clock_map.png
Scale bar: 20 µm.
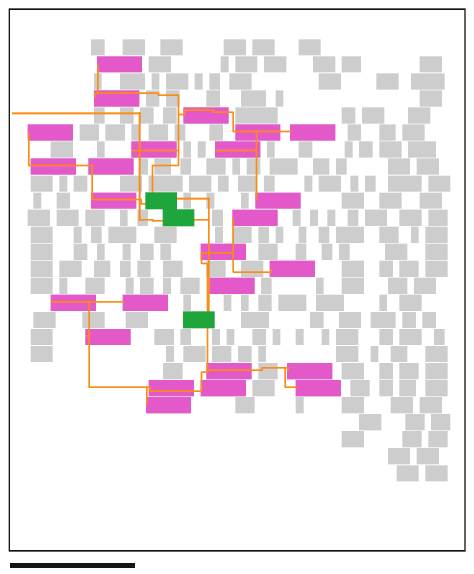
pins.png
Pins as bars across the die edge, other pins in grey.
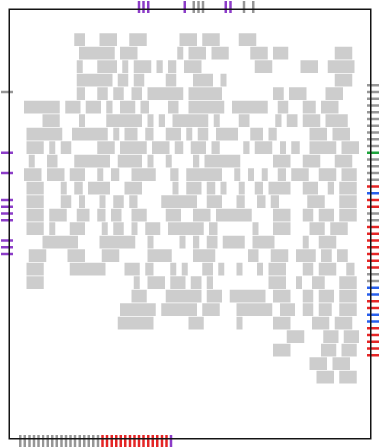
registers.png
Other sequential cells in the stronger grey, the rest of the logic in the fainter grey.
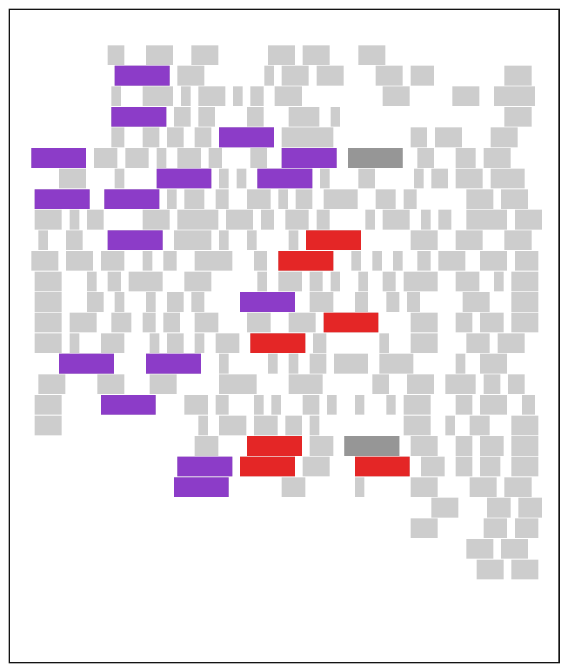
--- config.mk ---
export PLATFORM = sky130hd
export DESIGN_NAME = hazard_ctrl
export DESIGN_NICKNAME = d
export VERILOG_FILES = /design/src/rtl/hazard_ctrl.sv
export SDC_FILE = /design/constraint.sdc
export NUM_CORES = 1
export LEC_CHECK = 0
export CAP_MARGIN = 20
export CELL_PAD_IN_SITES_DETAIL_PLACEMENT = 1
export CELL_PAD_IN_SITES_GLOBAL_PLACEMENT = 1
export CORE_ASPECT_RATIO = 1.2
export CORE_MARGIN = 2
export CORE_UTILIZATION = 28
export CTS_BUF_LIST = sky130_fd_sc_hd__clkbuf_4 sky130_fd_sc_hd__clkbuf_8
export CTS_CLUSTER_SIZE = 16
export DETAILED_ROUTE_END_ITERATION = 10
export GPL_ROUTABILITY_DRIVEN = 0
export HOLD_SLACK_MARGIN = 0.15
export PLACE_DENSITY = 0.95
export SETUP_SLACK_MARGIN = 0.3
export SLEW_MARGIN = 10
export SYNTH_ARGS = -nofsm -noshare
export SYNTH_HDL_FRONTEND = slang
export SYNTH_SLANG_ARGS = --single-unit
--- constraint.sdc ---
create_clock -name clk -period 4.25 [get_ports clk]
set_input_delay 0.425 -clock clk [delete_from_list [all_inputs] [get_ports clk]]
set_output_delay 0.425 -clock clk [all_outputs]
set_load 0.02 [all_outputs]
--- src/rtl/hazard_ctrl.sv ---
// Pipeline hazard controller: load-use stall, taken-branch flush, and the
// start/done handshake with the multi-cycle multiply/divide unit.
module hazard_ctrl #(
  parameter int unsigned MDU_TIMEOUT = 64,
  parameter int unsigned CNT_W       = 16
) (
  input  logic             clk,
  input  logic             reset,
  input  logic [31:0]      RI_ID,
  input  logic [31:0]      RI_EX,
  input  logic [4:0]       rsW_EX,
  input  logic             branch_taken_EX,
  input  logic             mdu_done,
  output logic             PCWrite,
  output logic             IFID_Write,
  output logic             IF_Flush,
  output logic             IF_FlushH,
  output logic             idex_hold,
  output logic             mdu_start,
  output logic             mdu_error,
  output logic [CNT_W-1:0] stall_count
);

  localparam int unsigned TW = $clog2(MDU_TIMEOUT + 1);
  localparam logic [TW-1:0] TIMEOUT_V = TW'(MDU_TIMEOUT);

  typedef enum logic {RUN, MDU_WAIT} state_t;

  state_t           state_q, state_d;
  logic [TW-1:0]    timer_q, timer_d;
  logic [CNT_W-1:0] stall_count_q, stall_count_d;
  logic             mdu_error_q, mdu_error_d;

  logic       load_ex, mop_ex, rs1_used, rs2_used, lu_hazard;
  logic [6:0] op_id;
  logic       unused_ok;

  assign unused_ok = ^{RI_EX[24:7], RI_ID[31:25], RI_ID[14:7]};

  always_comb begin
    op_id     = RI_ID[6:0];
    load_ex   = (RI_EX[6:0] == 7'b0000011);
    mop_ex    = (RI_EX[6:0] == 7'b0110011) && (RI_EX[31:25] == 7'b0000001);
    rs1_used  = !(op_id == 7'b0110111 || op_id == 7'b0010111 || op_id == 7'b1101111);
    rs2_used  = (op_id == 7'b0110011 || op_id == 7'b0100011 || op_id == 7'b1100011);
    lu_hazard = load_ex && (rsW_EX != 5'd0) &&
                ((rs1_used && RI_ID[19:15] == rsW_EX) ||
                 (rs2_used && RI_ID[24:20] == rsW_EX));
  end

  always_comb begin
    state_d     = state_q;
    timer_d     = timer_q;
    mdu_error_d = mdu_error_q;
    PCWrite     = 1'b1;
    IFID_Write  = 1'b1;
    IF_Flush    = 1'b0;
    IF_FlushH   = 1'b0;
    idex_hold   = 1'b0;
    mdu_start   = 1'b0;

    unique case (state_q)
      RUN: begin
        if (branch_taken_EX) begin
          IF_Flush  = 1'b1;
          IF_FlushH = 1'b1;
        end else if (mop_ex) begin
          mdu_start  = 1'b1;
          PCWrite    = 1'b0;
          IFID_Write = 1'b0;
          idex_hold  = 1'b1;
          state_d    = MDU_WAIT;
          timer_d    = TW'(1);
        end else if (lu_hazard) begin
          PCWrite    = 1'b0;
          IFID_Write = 1'b0;
          IF_FlushH  = 1'b1;
        end
      end
      MDU_WAIT: begin
        PCWrite    = 1'b0;
        IFID_Write = 1'b0;
        idex_hold  = 1'b1;
        // done takes priority over a coincident timeout, so no error is flagged
        if (mdu_done || timer_q == TIMEOUT_V) begin
          PCWrite    = 1'b1;
          IFID_Write = 1'b1;
          idex_hold  = 1'b0;
          state_d    = RUN;
          if (!mdu_done) mdu_error_d = 1'b1;
        end else begin
          timer_d = timer_q + TW'(1);
        end
      end
      default: state_d = RUN;
    endcase

    if (reset) begin
      PCWrite    = 1'b1;
      IFID_Write = 1'b1;
      IF_Flush   = 1'b0;
      IF_FlushH  = 1'b0;
      idex_hold  = 1'b0;
      mdu_start  = 1'b0;
    end

    stall_count_d = stall_count_q;
    if (!PCWrite && stall_count_q != '1) stall_count_d = stall_count_q + CNT_W'(1);
  end

  always_ff @(posedge clk) begin
    if (reset) begin
      state_q       <= RUN;
      timer_q       <= '0;
      stall_count_q <= '0;
      mdu_error_q   <= 1'b0;
    end else begin
      state_q       <= state_d;
      timer_q       <= timer_d;
      stall_count_q <= stall_count_d;
      mdu_error_q   <= mdu_error_d;
    end
  end

  assign mdu_error   = mdu_error_q;
  assign stall_count = stall_count_q;

endmodule

==> metrics.log <==
[flow] collecting metrics
[metrics] top cells by count, synth: sky130_fd_sc_hd__dfxtp_1 (25), sky130_fd_sc_hd__nor2_1 (24), sky130_fd_sc_hd__nand2_1 (16), sky130_fd_sc_hd__nand4_1 (14), sky130_fd_sc_hd__xnor2_1 (11)
[metrics] synthesized netlist cell count: 187
[metrics] Flop area: 500 µm²
[metrics] Synthesized Nets: 263
[metrics] post-synth tally of flip-flops with integrated enable: 0
[metrics] number of levels in the clock H-tree: 1
[metrics] clock network power consumption: 0.000147 W
[metrics] worst max-slew margin expressed relative to the limit: 54.8%
[metrics] via density per instance: 5.31
[metrics] tool warnings: 60
[metrics] CTS sink count: 25
[metrics] PostCTS Resize Cnt: 0
[metrics] area reported by Yosys stat: 0.00158 mm²
[metrics] average cell area after synthesis: 8.43 µm²
[metrics] initial drt markers: 17
[metrics] sequential share of the synthesized area: 31.7%
[metrics] Internal Power: 0.000351 W
[metrics] switching part of the total power: 22.0%
[metrics] Comb power frac: 15.4%
[metrics] layout cells sized above 1: 8.06%
[metrics] num rows: 29
[metrics] starting density of the core: 29.4%
[metrics] clock latency on the worst-skew pair: 0.27 ns
[metrics] combinational group power: 0.0000694 W
[metrics] Core Region: 0.00537 mm²
[metrics] dpl hpwl: 3740 µm
[metrics] Die Wd: 72.5 µm
[metrics] register bit total from synthesis: 25
[metrics] chip height: 86.2 µm
[metrics] minimum clock period: 3.26 ns
[metrics] area added between synthesis and finish: 45.7%
[metrics] share of power burned in the clock network: 32.6%
[metrics] Comb area: 0.00101 mm²
[metrics] crit-path max cell delay: 0.54 ns
[metrics] routed wire length per instance: 15.4 µm
[metrics] data arrival at the endpoint of the critical path: 2.83 ns
[metrics] path type of the worst setup path: in2out
[metrics] top flip-flop cell by instance count after synthesis: sky130_fd_sc_hd__dfxtp_1
[metrics] run status: complete, no violations
[metrics] overall chip area: 0.00625 mm²
[metrics] Sum Neg Setup Slack: 0 ns
[metrics] Most common cell on crit path: sky130_fd_sc_hd__clkdlybuf4s50_1
[metrics] Worst Hold Class: reg2reg
[metrics] maximum number of pins on one net before global-route repair: 22
[metrics] clock-pin slew reported for the worst setup and hold paths after clock tree synthesis: 0.08 ns
[metrics] Worst EP required: 3.83 ns
[metrics] Bufs on Longest Clock Path: 2
[metrics] Yosys Warn Count: 0
[metrics] post-synthesis xor/xnor area fraction: 11.1%
[metrics] overall via count from detail_route: 1,645
[metrics] endpoint type of the worst setup path: output port
[metrics] transition at the pin with the smallest max-transition slack: 0.678 ns
[metrics] synthesized-area fraction occupied by adder cells: 2.38%
[metrics] final count of hold timing violations: 0
[metrics] CTS tree: done
Back to the opening pictures, clock_map.png:
- green: cells driving clock nets (count 3)
- magenta: flip-flops (count 25)
- orange: clock wires (length 310 µm)
- routed clock nets: 4

Back to the opening pictures, pins.png:
- green: reset (pins 1; direction input; edge right)
- red: RI_ID (pins 32; direction input; edge 17 right, 15 bottom)
- purple: stall_count (pins 16; direction output; edge 9 left, 6 top, 1 bottom)
- blue: rsW_EX (pins 5; direction input; edge right)
- all pins by edge: 41 right, 34 bottom, 11 top, 10 left

Back to the opening pictures, registers.png:
- red: timer_q (flops 7; where middle)
- purple: stall_count (flops 16)
- not coloured: 2
utilization of the core after routing: 42.8%
sequential fraction of total cell area: 21.8%

## metal layers
metal  up-vias  routed length, µm  track usage (%)  part of all wire, %
li1        794                  -                -                    -
met1       790               1910             15.7                   40
met2        56               2450             30.8                   51
met3         5                377             3.26                  7.9
met4         0                 36             3.37                 0.75
met5         -                  0                0                    0
## layout make-up
class	instances	area share, %
Inverter	8	1.31
Timing Repair Buffer	63	27.3
Tap cell	62	3.38
Clock buffer	4	2.12
Sequential cell	25	21.8
Multi-Input combinational cell	148	44.1
## kinds of logic after synthesis
kind of cell             after synthesis
buffers and inverters                 14
XOR/XNOR                              20
multiplexers                           7
AND/OR/NAND/NOR                       93
adder cells (fa/ha/maj)                3
flip-flops                            25
AND-OR/OR-AND                         25
## cell usage in the layout, fill, tap and decap left out, types with 2 or more instances in the layout
master and instances:
sky130_fd_sc_hd__o21ai_0 3, sky130_fd_sc_hd__clkdlybuf4s50_1 62, sky130_fd_sc_hd__a2111oi_1 2, sky130_fd_sc_hd__nand3_1 8, sky130_fd_sc_hd__nor2_1 24, sky130_fd_sc_hd__nand4_1 14
sky130_fd_sc_hd__mux2i_1 5, sky130_fd_sc_hd__and4_1 2, sky130_fd_sc_hd__xor2_1 9, sky130_fd_sc_hd__a21oi_2 2, sky130_fd_sc_hd__a21oi_1 7, sky130_fd_sc_hd__and3_1 4
sky130_fd_sc_hd__nor4_1 3, sky130_fd_sc_hd__ha_1 3, sky130_fd_sc_hd__mux2_2 2, sky130_fd_sc_hd__clkbuf_8 3, sky130_fd_sc_hd__a31o_2 3, sky130_fd_sc_hd__nor2b_1 3
sky130_fd_sc_hd__nor3b_1 2, sky130_fd_sc_hd__and2_1 2, sky130_fd_sc_hd__xnor2_1 11, sky130_fd_sc_hd__dfxtp_1 25, sky130_fd_sc_hd__nor3b_2 2, sky130_fd_sc_hd__nor3_1 4
sky130_fd_sc_hd__nor4b_2 2, sky130_fd_sc_hd__inv_1 7, sky130_fd_sc_hd__nand2_1 16
## critical path, delay by kind of cell
kind                   cells  cell delay [ns]
AND/OR/NAND/NOR            4             1.10
AND-OR/OR-AND              1             0.18
buffers and inverters      3             1.12
## registers in the layout (all words and copies together), names as in the netlist
register / cells
timer_q: 7
stall_count: 16
mdu_error: 1
state_q: 1
## final timing paths
path                            startpoint               to  slack [ns]  depth (start not counted)
worst max-delay path              RI_EX[4]       IFID_Write        0.99                          8
worst min-delay path             mdu_error        mdu_error        0.48                          2
worst max register to register  timer_q[0]  stall_count[10]        1.49                          8
worst min register to register   mdu_error        mdu_error        0.48                          2
## stage by stage
stage | util [%] | area [µm²] | std cells | total power, W
final | 42.8 | 2300 | 310 | 0.000450
after global routing | 42.8 | 2300 | 310 | 0.000471
after CTS | 42.8 | 2300 | 310 | 0.000453
after detailed placement | 41.9 | 2250 | 306 | 0.000309
after global placement | 41.9 | 2250 | 306 | 0.000307
after floorplan | - | 1580 | 187 | 0.000260
No activity file was given, so power comes from the tool's default toggle rates.
